run_1/registers.png
The bar under the picture is 20 um long. Other sequential cells in the stronger grey, the rest of the logic in the fainter grey.
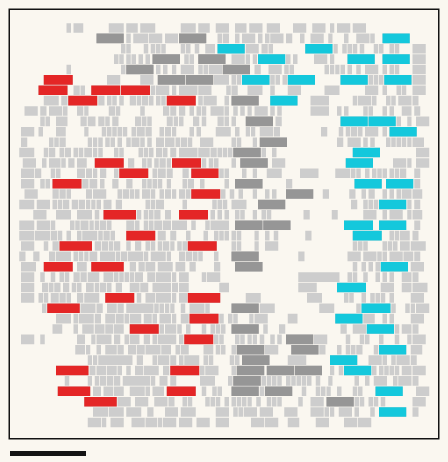
run_1/zoom.png
The bar under the picture is 5 um long. Region (46, 69) to (66, 89) um. Cells in grey, sequential cells in the stronger grey; small squares are vias.
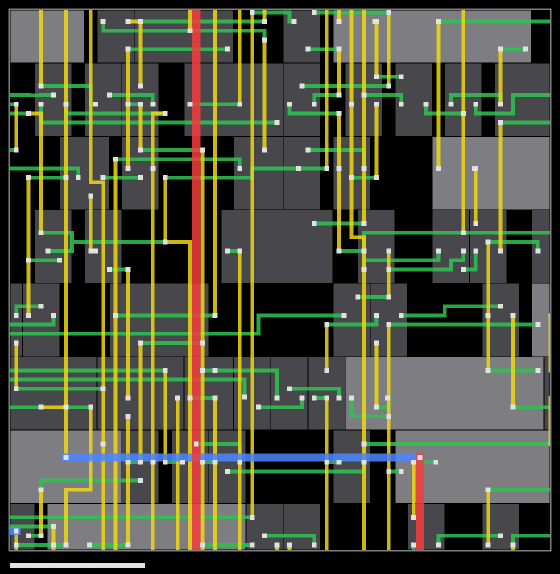
run_1/gate_families.png
The bar under the picture is 20 um long.
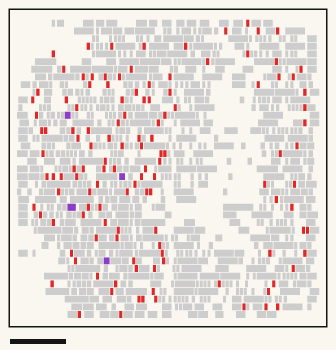
==> config.mk <==
export PLATFORM = sky130hd
export DESIGN_NAME = if_id_stage
export DESIGN_NICKNAME = d
export VERILOG_FILES = /design/src/rtl/cpu_pkg.sv /design/src/rtl/if_id_reg.sv /design/src/rtl/if_id_stage.sv
export SDC_FILE = /design/constraint.sdc
export NUM_CORES = 1
export LEC_CHECK = 0
export ABC_AREA = 1
export CAP_MARGIN = 0
export CORE_MARGIN = 2
export CORE_UTILIZATION = 43
export CTS_BUF_LIST = sky130_fd_sc_hd__clkbuf_2 sky130_fd_sc_hd__clkbuf_4 sky130_fd_sc_hd__clkbuf_8
export CTS_CLUSTER_DIAMETER = 120
export CTS_CLUSTER_SIZE = 14
export DETAILED_ROUTE_END_ITERATION = 10
export GPL_TIMING_DRIVEN = 0
export PLACE_DENSITY = 0.84
export SLEW_MARGIN = 20
export SYNTH_ARGS = -nofsm -noshare
export SYNTH_HDL_FRONTEND = slang
export SYNTH_HIERARCHICAL = 1
export SYNTH_SLANG_ARGS = --single-unit
==> constraint.sdc <==
create_clock -name clk -period 1.53 [get_ports clk]
set_clock_uncertainty 0.15 [all_clocks]
set_input_delay 0.2295 -clock clk [delete_from_list [all_inputs] [get_ports clk]]
set_output_delay 0.2295 -clock clk [all_outputs]
set_load 0.03 [all_outputs]
==> src/rtl/cpu_pkg.sv <==
// Shared constants for the RV32I core pipeline.
// Field offsets and bubble/reset defaults used across stages.
package cpu_pkg;

    localparam int          XLEN         = 32;
    localparam logic [31:0] RESET_PC_DEF = 32'h0000_0000;
    localparam logic [31:0] NOP_WORD     = 32'h0000_0013;
    localparam int          RS1_LSB      = 15;
    localparam int          RS2_LSB      = 20;
    localparam int          REG_W        = 5;

endpackage

==> src/rtl/if_id_reg.sv <==
// IF/ID pipeline register: clr (bubble insert) wins over en (advance).
// Holds PC, instruction word and valid flag of the instruction in decode.
module if_id_reg
    import cpu_pkg::*;
#(
    parameter int          XLEN      = cpu_pkg::XLEN,
    parameter logic [31:0] NOP_INSTR = NOP_WORD
) (
    input  logic            clk,
    input  logic            reset,
    input  logic            en,
    input  logic            clr,
    input  logic [XLEN-1:0] d_pc,
    input  logic [31:0]     d_instr,
    output logic [XLEN-1:0] q_pc,
    output logic [31:0]     q_instr,
    output logic            q_valid
);

    always_ff @(posedge clk) begin
        if (reset || clr) begin
            q_pc    <= '0;
            q_instr <= NOP_INSTR;
            q_valid <= 1'b0;
        end else if (en) begin
            q_pc    <= d_pc;
            q_instr <= d_instr;
            q_valid <= 1'b1;
        end
    end

endmodule

==> src/rtl/if_id_stage.sv <==
// Fetch stage: PC register, next-PC mux and IF/ID register.
// Define FETCH_PERF_EN to add stall/flush performance counters.
module if_id_stage
    import cpu_pkg::*;
#(
    parameter int          XLEN      = cpu_pkg::XLEN,
    parameter logic [XLEN-1:0] RESET_PC = XLEN'(RESET_PC_DEF),
    parameter logic [31:0] NOP_INSTR = NOP_WORD
) (
    input  logic            clk,
    input  logic            reset,
    input  logic            stall,
    input  logic            flush,
    input  logic [XLEN-1:0] branch_target,
    output logic [XLEN-1:0] imem_addr,
    input  logic [31:0]     imem_rdata,
    output logic [XLEN-1:0] id_pc,
    output logic [31:0]     id_instr,
    output logic            id_valid,
    output logic [4:0]      id_rs1,
    output logic [4:0]      id_rs2
`ifdef FETCH_PERF_EN
    ,
    output logic [31:0]     perf_stall_cnt,
    output logic [31:0]     perf_flush_cnt
`endif
);

    localparam logic [XLEN-1:0] PC_INC = XLEN'(4);

    logic [XLEN-1:0] pc;
    logic [XLEN-1:0] pc_next;

    // Flush redirects even while stalled; the stalled load is already past ID.
    always_comb begin
        pc_next = pc;
        if (flush) begin
            pc_next = {branch_target[XLEN-1:2], 2'b00};
        end else if (!stall) begin
            pc_next = pc + PC_INC;
        end
    end

    always_ff @(posedge clk) begin
        if (reset) begin
            pc <= RESET_PC;
        end else begin
            pc <= pc_next;
        end
    end

    assign imem_addr = pc;

    if_id_reg #(
        .XLEN      (XLEN),
        .NOP_INSTR (NOP_INSTR)
    ) u_if_id_reg (
        .clk     (clk),
        .reset   (reset),
        .en      (~stall),
        .clr     (flush),
        .d_pc    (pc),
        .d_instr (imem_rdata),
        .q_pc    (id_pc),
        .q_instr (id_instr),
        .q_valid (id_valid)
    );

    assign id_rs1 = id_instr[RS1_LSB +: REG_W];
    assign id_rs2 = id_instr[RS2_LSB +: REG_W];

`ifdef FETCH_PERF_EN
    always_ff @(posedge clk) begin
        if (reset) begin
            perf_stall_cnt <= '0;
            perf_flush_cnt <= '0;
        end else begin
            if (flush) begin
                perf_flush_cnt <= perf_flush_cnt + 32'd1;
            end else if (stall) begin
                perf_stall_cnt <= perf_stall_cnt + 32'd1;
            end
        end
    end
`endif

endmodule

==> run summary, run 1 <==
Figures from the flow reports.

Power:
- The run puts the leakage power at 3.33 nW.
- The run gives the logic gate share of total power as 21.3%.
- The run puts the total sequential power at 0.00273 W.
- The worst VDD IR drop from the latest analysis is 469 uV.
- Power attributed to the clock group is 0.00173 W.

Layout:
- Relative to the synthesized area, the layout overhead comes to 44.3%.
- The run gives the most frequent logic cell in the layout as nand2_1.
- The run gives the number of nets at the end of the flow as 1061.

Detailed routing:
- The run gives the number of DRC violations after detailed-routing iteration 0 as 430.
- The run puts the detailed-route wire length on metal 1 at 6.42 mm.
- The run gives the number of optimization iterations in the first detailed-route pass as 5.
- The run puts the total length of routed wires at 14.9 mm.

Critical path:
- In this run the critical path is formed by ha_4 > nand2_4 > nor2_4 > nand2_4 > nor2_4 > nand2_1 > nand2_1 > nand3_1 > a21oi_2.
- For this run, the slowest stage of the critical path takes 0.38 ns.
- The run puts the data arrival time of the worst path at 1.75 ns.
- The run puts the register-to-register path setup slack at -0.07 ns.

Clocking:
- The run gives the insertion delay at the late pin of the worst-skew pair as 0.36 ns.
- The run gives the maximum level of the CTS H-tree as 3.
- The run gives the clock tree from TritonCTS as yes.
- The run gives the clock sink count as 95.
- The run puts the clock transition at the registers of the reported paths at 0.10 ns.
- The number of clock buffers added by TritonCTS is 9.

Yosys:
- The run gives the yosys cell count as 794.
- Sorting the synthesized cells by area gives the leading types as dfxtp_1 (38%), nand2_1 (18%), nor2_1 (11%).
- The run puts the share of Yosys cell area claimed by the top area cell type at 37.8%.
- By count the netlist is led by nand2_1 (235), nor2_1 (147), inv_1 (122).
- Per the synthesis report, the dominant area consumer among library cells is dfxtp_1.
- The run puts the cell area after synthesis at 5030 um^2.
- In the synthesized netlist the async set-or-reset flop fraction comes to 0%.

Final timing:
- In the post-route analysis, the smallest setup slack over all paths is -0.0703 ns.
- The run puts the total of endpoints with negative setup slack in the final report at 11.
- The run gives the hold violation total from the final report as 0.
- The run puts the max-slew violation count at 0.
- Setup repair after global routing could not meet its margin everywhere.
- In the final timing run, aggregate negative setup slack is -0.353 ns.

GRT:
- The run puts the initial antenna violation count at 0.
- The run gives the via count of the first global-routing pass as 4908.

Run status:
- The final reports fail on setup timing.
- The run finished, with violations left.

Worst hold path:
- The run gives the count of cells along the worst hold path as 3.

Placement:
- The run gives the number of cells after detailed placement as 1110.
- The run puts the routability-driven placement congestion ratio at 0.894.
- The run gives the placed instance area as 6960 um^2.

Floorplanning:
- The run puts the initial cell density of the core at 44.0%.
- The floorplan step defined a core boundary enclosing 11400 um^2.
- The run puts the height of the die at 112 um.
Back to the opening pictures, registers.png:
legend:
  red:
    signal: `imem_addr`
    placed_flops: 30
  cyan:
    signal: `u_if_id_reg/q_instr`
    placed_flops: 32
not coloured: 33

Back to the opening pictures, zoom.png:
legend:
  blue:
    layer: met3
  yellow:
    layer: met2
  red:
    layer: met4
  green:
    layer: met1
most frequent: nand2_1 (17), inv_1 (8), nor2_1 (7)
sequential cells in the window: 6
netlist names of flops here include: `u_if_id_reg/q_pc` (4), `imem_addr` (2)
cells with their middle in the window: 49

Back to the opening pictures, gate_families.png:
legend:
  red:
    family: inverters
    cells: 124
    most_used: inv_1
    where: widely spread
  purple:
    family: AND and OR gates
    cells: 4
    most_used: and2_1

run 1: layout make-up:
cell class / instances / area (um^2)
repair buffers: 184 / 1670
well taps: 143 / 179
inverters: 124 / 465
clock buffers: 11 / 145
clock inverters: 4 / 53.8
plain buffers: 43 / 324
multi-input cells: 535 / 2460
flip-flops and latches: 95 / 1960
fillers: 1043 / 4160
run 1: cells by family after synthesis:
logic type | synth area share, %
AOI/OAI and AO/OA | 6.34
adders and majority gates | 0.249
xor gates and xnor gates | 1.04
and+or+nand+nor | 39.2
buffers and inverters | 15.3
other | 0.0746
DFF | 37.8
## Run 2: what changed since run 1
--- a/config.mk
+++ b/config.mk
@@ -7,7 +7,6 @@
 export LEC_CHECK = 0
 export ABC_AREA = 1
 export CAP_MARGIN = 0
-export CORE_MARGIN = 2
 export CORE_UTILIZATION = 43
 export CTS_BUF_LIST = sky130_fd_sc_hd__clkbuf_2 sky130_fd_sc_hd__clkbuf_4 sky130_fd_sc_hd__clkbuf_8
 export CTS_CLUSTER_DIAMETER = 120
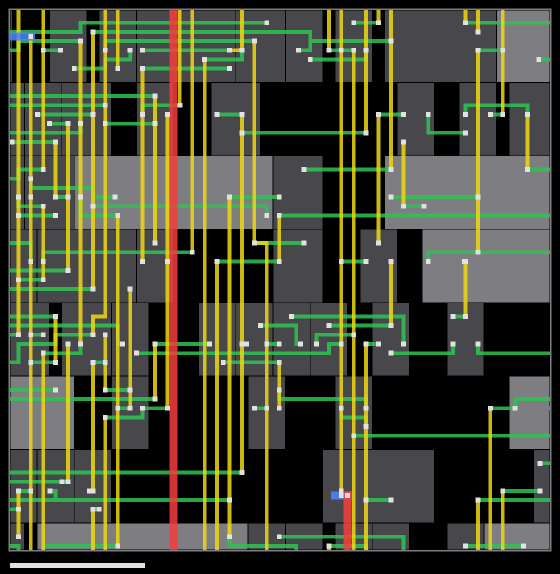
run_2/zoom.png
The bar under the picture is 5 um long. Region (45, 67) to (65, 87) um. Cells in grey, sequential cells in the stronger grey; small squares are vias.
legend:
  yellow:
    layer: met2
  green:
    layer: met1
  blue:
    layer: met3
  red:
    layer: met4
netlist names of flops here include: `u_if_id_reg/q_pc` (2), `imem_addr` (1)
most frequent: nand2_1 (13), inv_1 (8), buf_2 (4)
cells with their middle in the window: 39
sequential cells in the window: 3

==> run 2 against run 1 <==
  * The run still ends with setup timing left
  * Largest cell class unchanged
  * Design area is 0.66% lower
  * Total power is 2.7% higher
  * Critical endpoint is now imem_addr[28]
  * Clock power is 9% higher
  * Maximum frequency is 3.2% lower
  * Synthesized area stayed put
  * Global-route usage is 0.97 points higher
  * Non-clock buffer count is 4 lower
==> run summary, run 2 <==
Figures from the flow reports.

Clocking:
- The run gives the insertion delay at the late pin of the worst-skew pair as 0.38 ns (+0.02 ns).
- TritonCTS built the clock tree.
- The run puts the maximum level of the CTS H-tree at 3 (unchanged).
- The clock transition at the registers of the reported paths is 0.10 ns (about the same).

Layout:
- The run gives the clock tree cell share of total cell area as 3.12% (+0.38 points).
- The run puts the number of ordinary inverters in the final layout at 124 (unchanged).
- The class occupying the most area after layout is reported as logic gates.
- The run puts the number of clock buffers in the layout at 10 (-1).
- The fraction of area in non-clock buffers was 26.1% (-1.3 points).
- Per the cell usage report, the commonest logic cell in the layout is nand2_1.
- The run puts the number of nets at the end of the flow at 1057 (-0.38%).

Run status:
- The checks that failed: setup timing.
- The flow ran to the end, but the final reports show violations.

Yosys:
- In the synthesized netlist, the cells that appear most often are nand2_1 (235), nor2_1 (147), inv_1 (122).
- The run puts the cell area after synthesis at 5030 um^2 (unchanged).
- The run puts the post-synthesis xor/xnor area fraction at 1.04% (unchanged).
- By area the synthesized netlist is led by dfxtp_1 (38%), nand2_1 (18%), nor2_1 (11%).
- The mux contribution to synthesized area was 0% (unchanged).
- The run gives the area fraction in full adders, half adders and majority gates as 0.249% (unchanged).
- Yosys shows that the main logic family after synthesis is simple AND/OR/NAND/NOR gates.

Final timing:
- The run puts the total of endpoints with negative setup slack in the final report at 18 (+7).
- The run gives the setup TNS as -0.979 ns (-0.626 ns).
- The run puts the max-slew violation count at 0 (unchanged).
- The run puts the hold violation total from the final report at 0 (unchanged).
- The run gives the final setup slack of the worst path as -0.124 ns (-0.0535 ns).

Floorplanning:
- The number of well-tap cells placed was 143 (unchanged).

Critical path:
- The run puts the register-to-register path setup slack at -0.12 ns (-0.05 ns).
- The run puts the delay of the slowest cell on the worst path at 0.39 ns (about the same).
- The cell sequence reported for the critical path is ha_4 > nand2_4 > nor2_4 > nand2_4 > nor2_4 > nand3_1 > nand3_2 > a21oi_2.

Detailed routing:
- The run puts the number of optimization iterations in the first detailed-route pass at 5 (unchanged).
- The run puts the number of DRC violations after detailed-routing iteration 0 at 389 (-9.5%).
- The detailed-route wire length on metal 1 was 6.12 mm (-4.7%).

Placement:
- The placed instance area is 6960 um^2 (unchanged).
- The routability-driven placement congestion ratio was 0.920 (+3.0%).

GRT:
- The run puts the initial antenna violation count at 0 (unchanged).

Power:
- The run puts the leakage power at 3.33 nW (-0.17%).
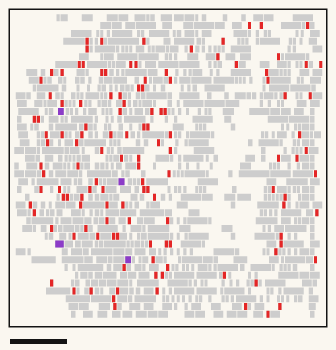
run_2/gate_families.png
The bar under the picture is 20 um long.
legend:
  purple:
    family: AND and OR gates
    cells: 4
    most_used: and2_1
  red:
    family: inverters
    cells: 124
    most_used: inv_1
    where: widely spread

run 2: cell counts after synthesis:
Identical to the previous run, type by type.
run 2: power by group through the flow:
stage	combinational, W	clock [W]	sequential, W
5_1_grt	0.00131	0.00203	0.00275
3_3_place_gp	0.00123	0	0.00278
6_report	0.00120	0.00188	0.00273
3_5_place_dp	0.00124	0	0.00278
4_1_cts	0.00120	0.00193	0.00273
2_1_floorplan	0.000488	0	0.00298
run 2: metrics by stage:
stage	hold WS, ns	utilization (%)
2_1_floorplan	0.206	-
3_3_place_gp	0.292	60.9
3_5_place_dp	0.301	60.9
4_1_cts	0.254	63.8
5_1_grt	0.267	63.1
6_report	0.275	63.1
Power is estimated from default activity; no workload was simulated.
